File: config.mk
export PLATFORM = sky130hd
export DESIGN_NAME = spi_flash_arbiter
export DESIGN_NICKNAME = d
export VERILOG_FILES = /design/src/rtl/spi_flash_arbiter.sv
export SDC_FILE = /design/constraint.sdc
export NUM_CORES = 1
export LEC_CHECK = 0
export CAP_MARGIN = 20
export CORE_MARGIN = 8
export CORE_UTILIZATION = 45
export CTS_CLUSTER_SIZE = 20
export DETAILED_ROUTE_END_ITERATION = 12
export PLACE_DENSITY = 0.76
export SYNTH_ARGS = -nofsm -noshare
export SYNTH_HDL_FRONTEND = slang
export SYNTH_SLANG_ARGS = --single-unit
File: constraint.sdc
create_clock -name sysclk -period 2.9 [get_ports sysclk]
set_clock_uncertainty 0.1 [all_clocks]
set_input_delay 0.58 -clock sysclk [delete_from_list [all_inputs] [get_ports sysclk]]
set_output_delay 0.58 -clock sysclk [all_outputs]
set_load 0.02 [all_outputs]
File: src/rtl/spi_flash_arbiter.sv
// rtl/spi_flash_arbiter.sv - shares one SPI flash between the DSP and CPU SPI masters
module spi_flash_arbiter #(
    parameter int unsigned SYNC_STAGES = 2,
    parameter int unsigned GAP_CYCLES = 4,
    parameter int unsigned TIMEOUT_WIDTH = 16,
    parameter logic [TIMEOUT_WIDTH-1:0] TIMEOUT_CYCLES = 16'd40000
) (
    input  logic       sysclk,
    input  logic       reset_INV,
    input  logic       enable,
    input  logic       dsp_cs_INV,
    input  logic       dsp_clk,
    input  logic       dsp_mosi,
    output logic       dsp_miso,
    input  logic       cpu_cs_INV,
    input  logic       cpu_clk,
    input  logic       cpu_mosi,
    output logic       cpu_miso,
    output logic       flash_cs_INV,
    output logic       flash_clk,
    output logic       flash_mosi,
    input  logic       flash_miso,
    output logic [1:0] grant,
    output logic       timeout_event
);

    typedef enum logic [2:0] {IDLE, OWN_DSP, OWN_CPU, LOCKOUT, GAP} state_t;

    localparam logic OWNER_DSP = 1'b0;
    localparam logic OWNER_CPU = 1'b1;
    localparam logic [TIMEOUT_WIDTH-1:0] TIMEOUT_LAST = TIMEOUT_CYCLES - TIMEOUT_WIDTH'(1);
    localparam logic [TIMEOUT_WIDTH-1:0] GAP_LAST = TIMEOUT_WIDTH'(GAP_CYCLES - 1);

    logic [SYNC_STAGES-1:0]   sync_dsp;
    logic [SYNC_STAGES-1:0]   sync_cpu;
    logic                     req_dsp;
    logic                     req_cpu;
    state_t                   state;
    state_t                   state_next;
    logic [TIMEOUT_WIDTH-1:0] cnt;
    logic [TIMEOUT_WIDTH-1:0] cnt_next;
    logic [TIMEOUT_WIDTH-1:0] cnt_inc;
    logic                     last_owner;
    logic                     last_owner_next;
    logic                     timeout_next;
    logic                     own_dsp;
    logic                     own_cpu;

    // Synchronizers keep tracking while disabled so a held CS is granted right after re-enable
    always_ff @(posedge sysclk) begin
        if (!reset_INV) begin
            sync_dsp <= '0;
            sync_cpu <= '0;
        end else begin
            sync_dsp <= {sync_dsp[SYNC_STAGES-2:0], ~dsp_cs_INV};
            sync_cpu <= {sync_cpu[SYNC_STAGES-2:0], ~cpu_cs_INV};
        end
    end

    assign req_dsp = sync_dsp[SYNC_STAGES-1];
    assign req_cpu = sync_cpu[SYNC_STAGES-1];

    always_ff @(posedge sysclk) begin
        if (!reset_INV) begin
            state         <= IDLE;
            cnt           <= '0;
            last_owner    <= OWNER_CPU;
            timeout_event <= 1'b0;
        end else if (!enable) begin
            state         <= IDLE;
            cnt           <= '0;
            timeout_event <= 1'b0;
        end else begin
            state         <= state_next;
            cnt           <= cnt_next;
            last_owner    <= last_owner_next;
            timeout_event <= timeout_next;
        end
    end

    assign cnt_inc = (cnt == '1) ? cnt : cnt + TIMEOUT_WIDTH'(1);

    always_comb begin
        state_next      = state;
        cnt_next        = cnt_inc;
        last_owner_next = last_owner;
        timeout_next    = 1'b0;
        case (state)
            IDLE: begin
                cnt_next = '0;
                // On a tie the master that did not own last time wins
                if (req_dsp && (!req_cpu || last_owner == OWNER_CPU)) begin
                    state_next      = OWN_DSP;
                    last_owner_next = OWNER_DSP;
                end else if (req_cpu) begin
                    state_next      = OWN_CPU;
                    last_owner_next = OWNER_CPU;
                end
            end
            OWN_DSP, OWN_CPU: begin
                if (!((state == OWN_DSP) ? req_dsp : req_cpu)) begin
                    state_next = GAP;
                    cnt_next   = '0;
                end else if (cnt == TIMEOUT_LAST) begin
                    state_next   = LOCKOUT;
                    cnt_next     = '0;
                    timeout_next = 1'b1;
                end
            end
            LOCKOUT: begin
                if (!((last_owner == OWNER_CPU) ? req_cpu : req_dsp)) begin
                    state_next = GAP;
                    cnt_next   = '0;
                end
            end
            GAP: begin
                if (cnt == GAP_LAST) begin
                    state_next = IDLE;
                    cnt_next   = '0;
                end
            end
            default: begin
                state_next = IDLE;
                cnt_next   = '0;
            end
        endcase
    end

    // Data path is purely combinational so SPI timing is set only by the masters
    assign own_dsp      = (state == OWN_DSP);
    assign own_cpu      = (state == OWN_CPU);
    assign grant        = {own_cpu, own_dsp};
    assign flash_cs_INV = own_dsp ? dsp_cs_INV : (own_cpu ? cpu_cs_INV : 1'b1);
    assign flash_clk    = (own_dsp & dsp_clk) | (own_cpu & cpu_clk);
    assign flash_mosi   = (own_dsp & dsp_mosi) | (own_cpu & cpu_mosi);
    assign dsp_miso     = own_dsp & flash_miso;
    assign cpu_miso     = own_cpu & flash_miso;

endmodule

Cells coloured by class:
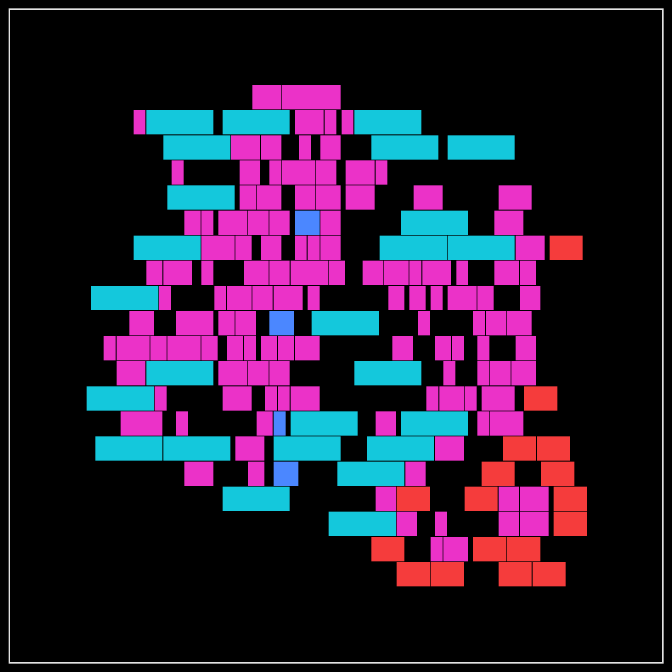
Cyan marks flops, cells 25, share of their area 34%. Blue marks clock drivers and dummy loads, cells 4, share of their area 1.8%. Red marks other buffers and delay cells, cells 17, share of their area 11%. Magenta marks combinational and other logic, cells 124, share of their area 53%.

Register map, names as in the netlist:
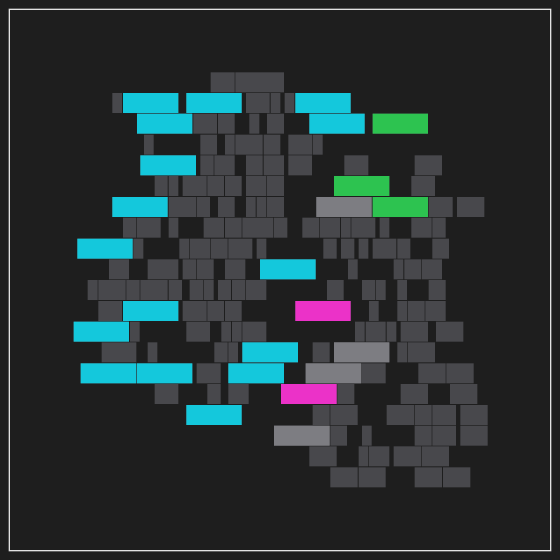
Cyan marks cnt, placed flops 16. Green marks state, placed flops 3. Magenta marks sync_cpu, placed flops 2.

Clock wires, drivers and flops:
The bar under the picture is 20 um long.
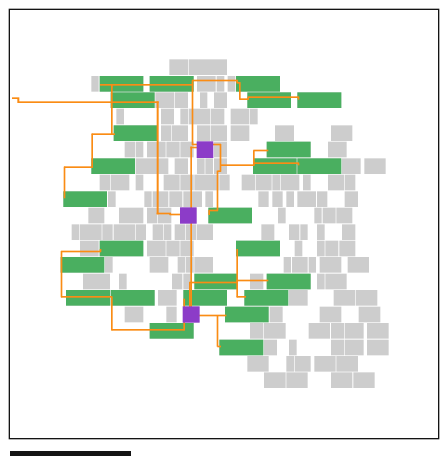
Orange marks clock wires, length 277 um. Green marks flip-flops, count 25. Purple marks clock drivers, count 3.
There are 4 routed clock nets.
Clock group: 0.000150 W
Clk pwr share: 25.3%
clk_lat worst skew: 0.32 ns

Logic cells by family:
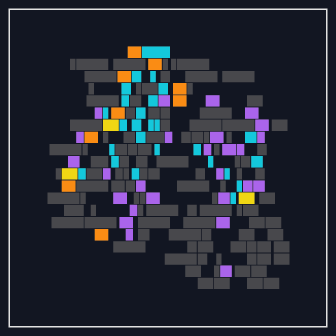
Purple marks inverting AOI/OAI gates, cells 26, most used a21oi_1. Cyan marks NAND gates, cells 26, most used nand2_1. Yellow marks multiplexers, cells 3, most used mux2i_1. Orange marks XOR/XNOR gates, cells 9, most used xor2_1.
multi-input gate share of total cell area: 49.8%
most frequent logic cell in the layout: dfxtp_1

==> qor.txt <==
Status = completed
Worst-path fanout max = 8
Syn Inst Count = 157
Number of max-cap violations = 0
WP data required = 2.22 ns
Chip footprint = 4990 sq um
Clock Tree Buf Depth = 2
Final Hold Viols = 0
CTS clk-pin slew, worst paths = 0.13 ns
Max Fclk = 363 MHz
LEAKAGE = 0.544 nW
Critical path class = reg -> out
Cycle use final = 94.9%
Power density cells = 388 nW/um^2
Via count = 1,191
Hold Slack = 0.359 ns
Pint = 0.000447 W
CTS Sinks = 25
Yosys stat area = 1340 sq um
Avg Cell Area, Syn = 8.56 sq um
Number of global-route vias before repair = 1,141
Switching Fraction = 24.8%
Largest net degree at the start of global routing = 17
Arr. time, crit path = 2.07 ns
Number of enable flip-flop cells = 0
Initial antenna violation count = 0
Routed WL = 2920 um
IO Pins = 18
Floorplan-stage core utilization = 45.5%
Prevailing post-synth register cell = dfxtp_1
Cell Area, Placed = 1490 sq um
Post-detail-place hpwl = 2230 um
Clock Tree Root = clkbuf_4
-- critical path: stages, from the launching register on --
cell and delay [ns]:
dfxtp_1 0.48, inv_1 0.14, nor3_2 0.34, a22o_1 0.20, clkdlybuf4s50_1 0.60
-- power by group through the flow --
stage               logic [W]  registers, W  clock network (W)
finish              0.0000848      0.000359           0.000150
global route        0.0000947      0.000361           0.000169
CTS                 0.0000853      0.000358           0.000156
detailed placement  0.0000845      0.000366                  0
global placement    0.0000818      0.000365                  0
floorplan           0.0000529      0.000364                  0
-- cells by family (layout without fill, tap and decap cells) --
group / Yosys count / in the layout / synth area share [%]
fa+ha+maj: 1 / 1 / 0.931
compound gates: 30 / 30 / 15.9
simple gates: 73 / 73 / 31.0
flops: 25 / 25 / 37.2
buf+inv: 16 / 29 / 6.80
xor+xnor: 9 / 9 / 5.87
mux: 3 / 3 / 2.23
-- per-layer routing --
metal	GRT usage [%]	vias up	wire length, um
li1	-	596	-
met1	14.3	560	1240
met2	22.1	26	1510
met3	1.98	9	102
met4	5.54	0	64
met5	0	-	0
-- Yosys cell counts, types with 3 or more instances --
master,instances
nand4_1,7
and3_2,3
buf_4,4
dfxtp_1,25
xor2_1,5
mux2i_1,3
and3_1,5
nand3_1,6
xnor2_1,4
and2_1,5
nor4_1,5
nand2_1,10
nor2_1,16
inv_1,8
a21oi_1,8
nor3_1,4
-- flip-flops by register name, indices dropped and copies added (netlist names) --
register,cells
last_owner,1
sync_cpu,2
cnt,16
timeout_event,1
sync_dsp,2
state,3
-- timing repair --
| action | CTS | global route |
|---|---|---|
| setup endpoints to repair | 2 | 5 |
| resized | 1 | 1 |
| hold buffers | 0 | 0 |
-- stage by stage --
stage                     power [W]  setup WS [ns]  utilization [%]
after detailed placement   0.000450          0.327             50.6
after floorplan            0.000417           1.09                -
after global placement     0.000447          0.349             50.6
after global routing       0.000625         0.0289             51.8
after CTS                  0.000600         0.0489             51.7
final                      0.000594          0.148             51.8
-- path summary, 6_finish.rpt --
kind	startpoint	end	slack (ns)	cells past startpoint
hold / removal	sync_cpu[0]	sync_cpu[1]	0.36	1
setup / recovery	state[0]	flash_clk	0.15	4
hold reg to reg	sync_cpu[0]	sync_cpu[1]	0.36	1
setup reg to reg	cnt[0]	cnt[6]	0.61	6
-- layout make-up --
type	count	area [sq um]
inverter	8	30.0
sequential	25	500
tap	33	41.3
multi-input combinational	116	762
fill	287	1420
clock buffer	4	26.3
timing repair buffer	17	170
Power is estimated from default activity; no workload was simulated.
